$ cat src/rtl/slice_feeder.sv
// ---------------------------------------------------------------------------
// slice_feeder
//   Holds DEPTH slices of WIDTH bits (one 5x5 plane each) and streams them,
//   in index order, to a downstream parity stage as (current, previous)
//   pairs, where previous is the slice at (idx-1) mod DEPTH.
//
//   Slices are loaded while idle. A start request walks the whole array once:
//   every index costs one FETCH cycle (register the pair) and at least one
//   PRESENT cycle (pair held until accepted).
//
// Ports
//   clk        : clock, all state on rising edge
//   rst        : asynchronous active-low reset (also clears the array)
//   wr_en      : slice write strobe, honoured only while idle
//   wr_addr    : slice index to write
//   wr_data    : slice value to write
//   start      : begin a pass over all slices (ignored while busy)
//   accept     : downstream takes the presented pair
//   curr_slice : slice at idx
//   pre_slice  : slice at (idx-1) mod DEPTH
//   valid      : pair presented and stable
//   idx        : index of the presented slice
//   busy       : high whenever not idle
//   done       : one-cycle pulse after the last slice is taken
// ---------------------------------------------------------------------------
module slice_feeder #(
    parameter  int WIDTH = 25,
    parameter  int DEPTH = 64,
    localparam int AW    = $clog2(DEPTH)
) (
    input  logic             clk,
    input  logic             rst,
    input  logic             wr_en,
    input  logic [AW-1:0]    wr_addr,
    input  logic [WIDTH-1:0] wr_data,
    input  logic             start,
    input  logic             accept,
    output logic [WIDTH-1:0] curr_slice,
    output logic [WIDTH-1:0] pre_slice,
    output logic             valid,
    output logic [AW-1:0]    idx,
    output logic             busy,
    output logic             done
);

    localparam logic [1:0] S_IDLE    = 2'd0;
    localparam logic [1:0] S_FETCH   = 2'd1;
    localparam logic [1:0] S_PRESENT = 2'd2;
    localparam logic [1:0] S_DONE    = 2'd3;

    logic [DEPTH-1:0][WIDTH-1:0] r_mem;
    logic [1:0]                  r_state;
    logic [1:0]                  w_state_nxt;
    logic [AW-1:0]               r_idx;
    logic [AW-1:0]               w_idx_nxt;
    logic [AW-1:0]               w_pre_idx;
    logic [WIDTH-1:0]            r_curr;
    logic [WIDTH-1:0]            r_pre;
    logic                        w_last;

    assign w_last    = (r_idx == AW'(DEPTH - 1));
    // Explicit wrap so a non power-of-two DEPTH still points at the top slice.
    assign w_pre_idx = (r_idx == '0) ? AW'(DEPTH - 1) : r_idx - AW'(1);

    // Slice storage: writes only while idle, so a pass never disturbs it.
    // A write and a start in the same idle cycle both land; the write is
    // in the array one edge before the first FETCH reads it.
    always_ff @(posedge clk or negedge rst) begin
        if (!rst) begin
            r_mem <= '0;
        end else if (r_state == S_IDLE && wr_en) begin
            r_mem[wr_addr] <= wr_data;
        end
    end

    always_comb begin
        w_state_nxt = r_state;
        w_idx_nxt   = r_idx;
        case (r_state)
            S_IDLE: begin
                if (start) begin
                    w_state_nxt = S_FETCH;
                    w_idx_nxt   = '0;
                end
            end
            S_FETCH: begin
                w_state_nxt = S_PRESENT;
            end
            S_PRESENT: begin
                if (accept) begin
                    if (w_last) begin
                        w_state_nxt = S_DONE;
                    end else begin
                        w_state_nxt = S_FETCH;
                        w_idx_nxt   = r_idx + AW'(1);
                    end
                end
            end
            default: begin
                w_state_nxt = S_IDLE;
            end
        endcase
    end

    always_ff @(posedge clk or negedge rst) begin
        if (!rst) begin
            r_state <= S_IDLE;
            r_idx   <= '0;
        end else begin
            r_state <= w_state_nxt;
            r_idx   <= w_idx_nxt;
        end
    end

    // The pair is captured only in FETCH, so it cannot move while PRESENT
    // waits on accept.
    always_ff @(posedge clk or negedge rst) begin
        if (!rst) begin
            r_curr <= '0;
            r_pre  <= '0;
        end else if (r_state == S_FETCH) begin
            r_curr <= r_mem[r_idx];
            r_pre  <= r_mem[w_pre_idx];
        end
    end

    assign curr_slice = r_curr;
    assign pre_slice  = r_pre;
    assign idx        = r_idx;
    assign valid      = (r_state == S_PRESENT);
    assign busy       = (r_state != S_IDLE);
    assign done       = (r_state == S_DONE);

endmodule

$ cat config.mk
export PLATFORM = sky130hd
export DESIGN_NAME = slice_feeder
export DESIGN_NICKNAME = d
export VERILOG_FILES = /design/src/rtl/slice_feeder.sv
export SDC_FILE = /design/constraint.sdc
export NUM_CORES = 2
export LEC_CHECK = 0
export CAP_MARGIN = 0
export CORE_ASPECT_RATIO = 1.2
export CORE_MARGIN = 1
export CORE_UTILIZATION = 40
export CTS_CLUSTER_DIAMETER = 100
export DETAILED_ROUTE_END_ITERATION = 10
export PLACE_DENSITY = 0.62
export SYNTH_ARGS = -nofsm -noshare
export SYNTH_HDL_FRONTEND = slang
export SYNTH_SLANG_ARGS = --single-unit
$ cat constraint.sdc
create_clock -name clk -period 4.2 [get_ports clk]
set_input_delay 0.42 -clock clk [delete_from_list [all_inputs] [get_ports clk]]
set_output_delay 0.42 -clock clk [all_outputs]
set_load 0.005 [all_outputs]
### The clock network

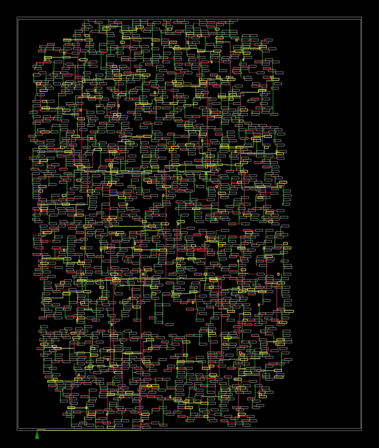
CLK BUF: 253
flop count: 1658
Late-Pin Clk Latency: 0.82 ns

==> ci_impl_report.md <==
## PnR job results

| Metric | Value |
|---|---|
| Clock root buffer | `clkbuf_16` |
| Worst-path clk slew | `0.06 ns` |
| Main synth FF type | `dfrtp_1` |
| Final Util | `45.2%` |
| Worst Setup Start Kind | `register` |
| Post-layout min period | `4.11 ns` |
| Remaining DRCs | `0` |
| Reg2Reg Depth | `11` |
| FF-to-FF End | `pre_slice[8]` |
| CTS sink cnt | `1658` |
| Final nets | `6583` |
| Asr flop ratio synth | `100%` |
| Antenna violations before repair | `32` |
| Setup slack, reg-to-reg | `0.09 ns` |
| Class of the worst hold path | `in -> reg` |
| Lkg Pwr | `45.5 nW` |
| Max FO, Critical Path | `76` |
| Num CTS Buffers | `163` |
| Syn avg cell area | `13.0 µm²` |
| Area share, top type | `47.4%` |
| Clk_skew | `0.0213 ns` |
| Largest net degree at the start of global routing | `129` |
| GR Overflow Total | `0` |
| Post-Route Setup TNS | `0 ns` |
| IO Port Bufs | `94` |
| YS warnings | `0` |
| Status | `finished clean` |
| Vias in the first global route | `61400` |
| Syn Nets | `6756` |
| DRT iter0 DRCs | `6008` |
| DR WL/cell | `31.1 µm` |
| Maximum vdd drop | `0.463 mV` |
| Routed Antenna Nets | `0` |
| Synth cell types | `49` |
| Routability cong. | `0.857` |
| Crit path required time | `4.90 ns` |
| Crit. End Element | `register` |
| Final Power | `0.0514 W` |
| Via/cell ratio | `6.37` |
| H-tree depth | `4` |
| Die area | `221000 µm²` |
| R2R Path Start | `idx[1]` |
| EDFF count, synth | `0` |
| Crit share post-route | `97.8%` |
| Slew headroom | `14.2%` |
| Row cnt | `187` |
| Cell area after synthesis | `87400 µm²` |
| Top cells by count | `dfrtp_1 (1658), mux2_2 (1625), nand2_1 (794)` |
| Synth Seq Share | `47.4%` |
| Post-synthesis cell type with the largest instance count | `dfrtp_1` |
| Setup CP Type | `reg -> reg` |
| Post-Synthesis Cells | `6718` |
| Flops after synth | `1658` |
| Die Height | `514 µm` |
| Max Slew Vio Count | `0` |
| Detailed placer's ending HPWL | `175000 µm` |
| Data arrival time of the critical path | `4.81 ns` |
| Power Density | `524 nW/µm²` |
| Design area | `98100 µm²` |
| OpenROAD warning count | `52` |
| Fmax | `0.243 GHz` |
| Pre-antenna DRT Iters | `7` |
### Layout detail

Region (87, 366) to (127, 406) µm. Cells in grey, sequential cells in the stronger grey; small squares are vias.
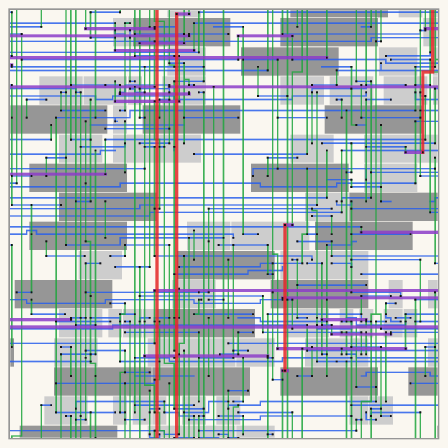
| colour | layer |
|---|---|
| purple | met3 |
| green | met2 |
| blue | met1 |
| red | met4 |
netlist names of flops here include: `r_mem` (18), `pre_slice` (1)
most frequent: dfrtp_1 (19), mux2_2 (17), nand2_1 (10)
sequential cells in the window: 19
cells with their middle in the window: 65

registers in the layout, summed over array words and instances (netlist names):
name        flops
idx             6
r_mem        1600
curr_slice     25
r_state         2
pre_slice      25
critical path: stages (launching register included):
cell and delay (ns):
dfrtp_4 0.50, inv_1 0.07, ha_1 0.24, or3b_1 0.48, o31ai_4 0.33, buf_12 0.27
buf_12 0.43, mux2i_1 0.28, o22ai_1 0.10, o21ai_0 0.25, nand3_1 0.46, a211o_1 0.39
routing by layer:
| metal | share of wire [%] | GRT usage (%) | up-vias | wire length, µm |
|---|---|---|---|---|
| met5 | 0.027 | 0 | - | 81 |
| met4 | 5.1 | 12.6 | 12 | 15000 |
| met3 | 7.6 | 5.14 | 737 | 22600 |
| met2 | 47 | 43.1 | 2714 | 140000 |
| met1 | 40 | 34.5 | 32500 | 119000 |
| li1 | - | - | 24700 | - |
power by group:
group          internal, W  total (W)  switching (W)
Sequential          0.0185     0.0208        0.00230
Combinational      0.00648     0.0150        0.00849
Clock              0.00905     0.0156        0.00658
Total               0.0340     0.0514         0.0174
final cells by class:
class | count | area (µm²)
antenna | 10 | 25.0
clock buffer | 253 | 5030
clock inverter | 51 | 656
fill | 19100 | 119000
inverter | 9 | 33.8
multi-input combinational | 4363 | 43600
sequential | 1658 | 41500
tap | 2835 | 3550
timing repair buffer | 350 | 3760
cells by family after synthesis:
group | synth area share (%)
mux | 39.5
fa+ha+maj | 0.0286
buf+inv | 3.14
xor+xnor | 0.0301
flops | 47.4
simple gates | 5.08
compound gates | 4.74
through the flow:
step,setup slack (ns),instances
4_1_cts,0.118,9519
3_5_place_dp,0.152,9214
6_report,0.0913,9529
3_3_place_gp,0.196,9214
2_1_floorplan,0.556,6718
5_1_grt,0.0503,9522
placed cells by master, fill, tap and decap left out, types with 80 or more instances in the layout:
master     Yosys  routed
dfrtp_1     1658    1653
mux2_2      1625    1625
nand2_1      794     744
mux4_2       525     525
mux2i_1      445     445
a21oi_1      381     381
o22ai_1      222     222
buf_4          1     175
clkbuf_16      0     166
nor4_1       152     151
buf_12         0      80
worst max-delay path by stage:
stage | start | endpoint | slack (ns) | depth (start not counted)
after global routing | idx[1] | pre_slice[8] | 0.05 | 11
after floorplan | idx[1] | pre_slice[4] | 0.56 | 13
after detailed placement | idx[1] | pre_slice[16] | 0.15 | 11
after global placement | idx[1] | pre_slice[16] | 0.20 | 11
final | idx[1] | pre_slice[8] | 0.09 | 11
after CTS | idx[1] | pre_slice[16] | 0.12 | 11
repair_timing:
item                                    CTS  global route
gates resized                             0             1
endpoints found under the setup margin    0             1
hold endpoints to repair                 86             0
hold buffers                              1             0
No activity file was given, so power comes from the tool's default toggle rates.
